==> config.mk <==
export PLATFORM = sky130hd
export DESIGN_NAME = tinyvga_dither_out
export DESIGN_NICKNAME = d
export VERILOG_FILES = /design/src/rtl/tinyvga_dither_out_pkg.sv /design/src/rtl/tinyvga_dither_out_quant.sv /design/src/rtl/tinyvga_dither_out.sv
export SDC_FILE = /design/constraint.sdc
export NUM_CORES = 1
export LEC_CHECK = 0
export ABC_AREA = 1
export CORE_MARGIN = 5
export CORE_UTILIZATION = 62
export CTS_BUF_LIST = sky130_fd_sc_hd__clkbuf_4 sky130_fd_sc_hd__clkbuf_8
export DETAILED_ROUTE_END_ITERATION = 6
export DONT_BUFFER_PORTS = 1
export HOLD_SLACK_MARGIN = 0.05
export PLACE_DENSITY = 0.78
export RECOVER_POWER = 100
export SYNTH_ARGS = -nofsm -noshare
export SYNTH_HDL_FRONTEND = slang
export SYNTH_SLANG_ARGS = --single-unit
==> constraint.sdc <==
create_clock -name clk -period 1.55 [get_ports clk]
set_input_delay 0.155 -clock clk [delete_from_list [all_inputs] [get_ports clk]]
set_output_delay 0.155 -clock clk [all_outputs]
set_load 0.005 [all_outputs]
==> src/rtl/tinyvga_dither_out_pkg.sv <==
// Shared constants for the TinyVGA dithered output stage: pattern encodings,
// the 4x4 ordered-dither matrix and the PMOD pin map.
package tinyvga_dither_out_pkg;

    // Encodings of the pattern selector input.
    typedef enum logic [1:0] {
        PAT_PASS  = 2'd0,
        PAT_GREY  = 2'd1,
        PAT_BARS  = 2'd2,
        PAT_CHECK = 2'd3
    } pattern_e;

    // Bayer 4x4 matrix, row-major, entry {y,x} in nibble (y*4 + x).
    // Rows: 0,8,2,10 / 12,4,14,6 / 3,11,1,9 / 15,7,13,5
    localparam logic [63:0] BAYER_TABLE = 64'h5D7F_91B3_6E4C_A280;

    // Bit positions on the TinyVGA PMOD byte.
    localparam int PMOD_HSYNC = 7;
    localparam int PMOD_B0    = 6;
    localparam int PMOD_G0    = 5;
    localparam int PMOD_R0    = 4;
    localparam int PMOD_VSYNC = 3;
    localparam int PMOD_B1    = 2;
    localparam int PMOD_G1    = 1;
    localparam int PMOD_R1    = 0;

    // Dither threshold for matrix cell (yi, xi), scaled by 4 (range 0..60).
    function automatic logic [5:0] bayer_threshold(input logic [1:0] yi, input logic [1:0] xi);
        logic [63:0] shifted;
        shifted = BAYER_TABLE >> {yi, xi, 2'b00};
        return {shifted[3:0], 2'b00};
    endfunction

endpackage

==> src/rtl/tinyvga_dither_out_quant.sv <==
// Per-channel quantiser: 8-bit colour plus threshold down to a 2-bit level.
module dither_quant #(
    parameter bit DITHER_EN = 1'b1
) (
    input  logic [7:0] i_c,
    input  logic [5:0] i_t,
    output logic [1:0] o_q
);

    logic [8:0] w_sum;

    // Add the threshold in 9 bits so 255+60 cannot wrap, then clamp to level 3.
    always_comb begin
        // NOTE: every always_comb output gets a default first so no latch is inferred.
        w_sum = {1'b0, i_c} + {3'b000, i_t};
        o_q   = i_c[7:6];
        if (DITHER_EN) begin
            if (w_sum[8:6] >= 3'd3) begin
                o_q = 2'd3;
            end else begin
                o_q = w_sum[7:6];
            end
        end
    end

endmodule

==> src/rtl/tinyvga_dither_out.sv <==
// TinyVGA output stage: test-pattern mux, ordered (optionally temporal)
// dither to 2 bits per channel, blanking and sync polarity, registered onto
// the PMOD byte with a fixed 2-cycle latency for sync, blanking and colour.
module tinyvga_dither_out
    import tinyvga_dither_out_pkg::*;
#(
    parameter bit DITHER_EN   = 1'b1,
    parameter bit TEMPORAL_EN = 1'b1,
    parameter bit SYNC_INVERT = 1'b0
) (
    input  logic       clk,
    input  logic       rst_n,
    input  logic [9:0] hpos,
    input  logic [9:0] vpos,
    input  logic       display_on,
    input  logic       hsync_in,
    input  logic       vsync_in,
    input  logic [7:0] r_in,
    input  logic [7:0] g_in,
    input  logic [7:0] b_in,
    input  logic [1:0] pattern_sel,
    output logic [7:0] uo_out
);

    // Frame-level state.
    logic       r_vsync_prev;
    logic [1:0] r_frame_cnt;
    pattern_e   r_active_pat;

    // Stage 1: selected source colour, threshold, blanking and sync.
    logic [7:0] r_s1_r, r_s1_g, r_s1_b;
    logic [5:0] r_s1_t;
    logic       r_s1_de, r_s1_hs, r_s1_vs;

    // Stage 2: PMOD output byte.
    logic [7:0] r_uo;

    logic       w_vsync_rise;
    logic [2:0] w_bar;
    logic       w_chk;
    logic [7:0] w_src_r, w_src_g, w_src_b;
    logic [1:0] w_xi, w_yi;
    logic [5:0] w_t;
    logic [1:0] w_q_r, w_q_g, w_q_b;
    logic [7:0] w_uo;

    // Only the low two bits and bit 5 of vpos feed the pattern and dither logic.
    logic w_unused_vpos;
    assign w_unused_vpos = &{1'b0, vpos[9:6], vpos[4:2]};

    assign w_vsync_rise = vsync_in & ~r_vsync_prev;
    assign w_bar        = hpos[9:7];
    assign w_chk        = hpos[5] ^ vpos[5];

    // Source mux and dither-matrix index for the incoming pixel.
    always_comb begin
        w_src_r = r_in;
        w_src_g = g_in;
        w_src_b = b_in;
        case (r_active_pat)
            PAT_GREY: begin
                w_src_r = hpos[9:2];
                w_src_g = hpos[9:2];
                w_src_b = hpos[9:2];
            end
            PAT_BARS: begin
                w_src_r = {8{w_bar[2]}};
                w_src_g = {8{w_bar[1]}};
                w_src_b = {8{w_bar[0]}};
            end
            PAT_CHECK: begin
                w_src_r = {8{w_chk}};
                w_src_g = {8{w_chk}};
                w_src_b = {8{w_chk}};
            end
            default: ;
        endcase
        w_xi = hpos[1:0] + (TEMPORAL_EN ? r_frame_cnt : 2'd0);
        w_yi = vpos[1:0] + (TEMPORAL_EN ? r_frame_cnt : 2'd0);
        w_t  = bayer_threshold(w_yi, w_xi);
    end

    // Frame counter and pattern latch advance once per vsync rising edge.
    always_ff @(posedge clk) begin
        // NOTE: synchronous reset, and non-blocking assignments for all state.
        if (!rst_n) begin
            r_vsync_prev <= 1'b0;
            r_frame_cnt  <= 2'd0;
            r_active_pat <= PAT_PASS;
        end else begin
            r_vsync_prev <= vsync_in;
            if (w_vsync_rise) begin
                r_frame_cnt  <= r_frame_cnt + 2'd1;
                r_active_pat <= pattern_e'(pattern_sel);
            end
        end
    end

    // Stage-1 pipeline register.
    always_ff @(posedge clk) begin
        if (!rst_n) begin
            r_s1_r  <= 8'd0;
            r_s1_g  <= 8'd0;
            r_s1_b  <= 8'd0;
            r_s1_t  <= 6'd0;
            r_s1_de <= 1'b0;
            r_s1_hs <= 1'b0;
            r_s1_vs <= 1'b0;
        end else begin
            r_s1_r  <= w_src_r;
            r_s1_g  <= w_src_g;
            r_s1_b  <= w_src_b;
            r_s1_t  <= w_t;
            r_s1_de <= display_on;
            r_s1_hs <= hsync_in;
            r_s1_vs <= vsync_in;
        end
    end

    dither_quant #(.DITHER_EN(DITHER_EN)) u_quant_r (.i_c(r_s1_r), .i_t(r_s1_t), .o_q(w_q_r));
    dither_quant #(.DITHER_EN(DITHER_EN)) u_quant_g (.i_c(r_s1_g), .i_t(r_s1_t), .o_q(w_q_g));
    dither_quant #(.DITHER_EN(DITHER_EN)) u_quant_b (.i_c(r_s1_b), .i_t(r_s1_t), .o_q(w_q_b));

    // Assemble the PMOD byte; blanking forces every colour bit low.
    always_comb begin
        w_uo             = 8'h00;
        w_uo[PMOD_HSYNC] = r_s1_hs ^ SYNC_INVERT;
        w_uo[PMOD_VSYNC] = r_s1_vs ^ SYNC_INVERT;
        if (r_s1_de) begin
            w_uo[PMOD_R1] = w_q_r[1];
            w_uo[PMOD_R0] = w_q_r[0];
            w_uo[PMOD_G1] = w_q_g[1];
            w_uo[PMOD_G0] = w_q_g[0];
            w_uo[PMOD_B1] = w_q_b[1];
            w_uo[PMOD_B0] = w_q_b[0];
        end
    end

    // Stage-2 output register.
    always_ff @(posedge clk) begin
        if (!rst_n) begin
            r_uo <= 8'h00;
        end else begin
            r_uo <= w_uo;
        end
    end

    assign uo_out = r_uo;

endmodule

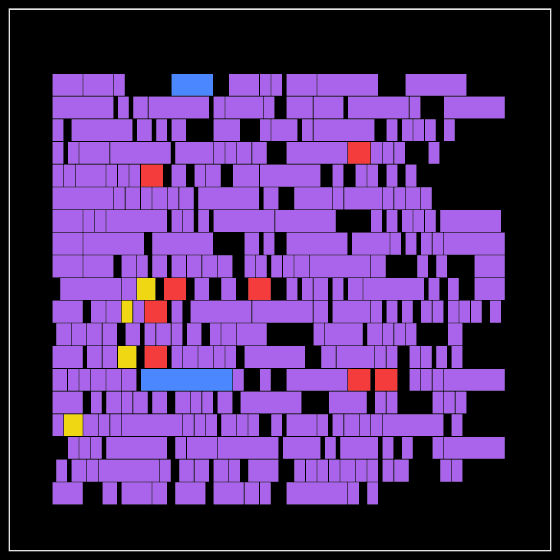
**Above:** cells by drive strength.
size	color	cells	share
_2 cells	yellow	4	1.3%
_3 and _4 cells	red	8	2.6%
_0 and _1 cells	purple	291	95%
_6 and larger	blue	2	0.66%

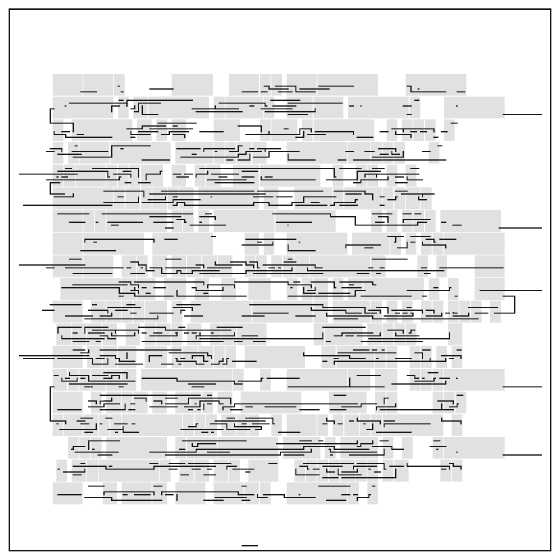
**Above:** the metal 1 layer.
Cells faint in the background.
main direction	horizontal
share of all routed wire	42%

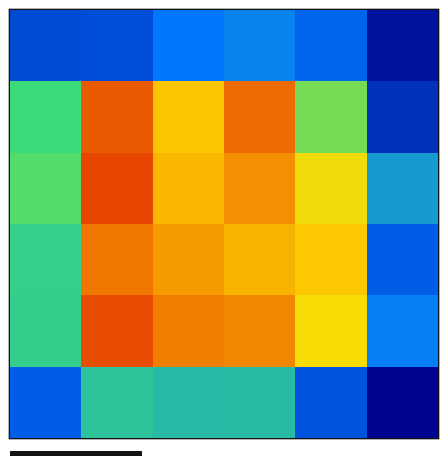
**Above:** local utilization.
Scale bar: 20 um. 6 x 6 tiles, from dark blue (low) to red (high), 0 to 100% covered.
tiles over 75% full	36%
mean over tiles	52%
emptiest ninth of the die	north-east

==> datasheet_impl.txt <==
Summary of implementation characteristics

Parameter                              Value

Yosys
  Most numerous cell in the Yosys netlist    sky130_fd_sc_hd__inv_1
  Fraction of registers with async set/reset    0%
  Synth Seq Share    39.9%
  Gate count after technology mapping    277
  Library cell with the largest summed area after synthesis    sky130_fd_sc_hd__dfxtp_1
  Average size of a mapped cell    6.70 um2
  Chip area line of the yosys report    0.00186 mm2
  Main combinational cell family by area after synthesis    simple AND/OR/NAND/NOR gates
  Yosys stat cell total    277
  Yosys warning tally    0

Setup path
  Cell breakdown of the critical path    ha_1, nand2_1, inv_1, nand2_1, nor2_1, nor2_1, nand2_1, nand2_1, inv_1
  Number of cells on the worst reg-to-reg path    9
  Reg2reg start    r_s1_t[5]
  Cell seen most often among critical-path stages    sky130_fd_sc_hd__nand2_1
  Cell family contributing the most delay on the critical path    simple AND/OR/NAND/NOR gates
  RR Endpoint    uo_out[1]
  Register-to-register path setup slack    ~0.28 ns

CTS
  CTS sink cnt    37
  Hold-fix buffers, CTS    24

Timing
  Tightest hold margin    0.0614 ns
  Fin crit period    1.27 ns
  Worst path setup slack after routing    approximately 0.28 ns
  Setup violation total in the final timing report    0

Route
  Router iterations before antenna repair    4
  ANT nets after route    0
  Total wire length    4.18 mm
  Wire length on met1    1.75 mm

Final layout
  Net count, final    366
  Utilization after layout    between 70% and 80%
  Total non-filler cell area in the finished layout    0.00221 mm2
  Multi-input gate count    164
  Largest register FFs    8
  Most instantiated logic cell after routing    sky130_fd_sc_hd__inv_1
  Non-CTS buffers    26
  Number of sequential storage elements    37
  Comb area    821 um2
  Share of post-route cells with drive strength above 1    4.59%
  Share of the final layout cell area in multi-input gates    37.2%
  Post-layout instance count excluding filler cells    336

Die
  Tap cell instance count    31
  Total die area    0.00419 mm2

Global routing
  Global routing usage on met1    between 20% and 30%
  Leftover overflow at the end of global routing    0
  GR met2 Demand/Resource    a little over a third

Hold path
  Hold Crit Depth    3

Power and ir drop
  Reg power frac    48.9%
  Power consumed by the clock network    between 0.7 and 0.8 mW
  Combinational power    0.416 mW
  Leakage component of the power    1.29 nW

Outcome
  Outcome    completed
No activity file was given, so power comes from the tool's default toggle rates.
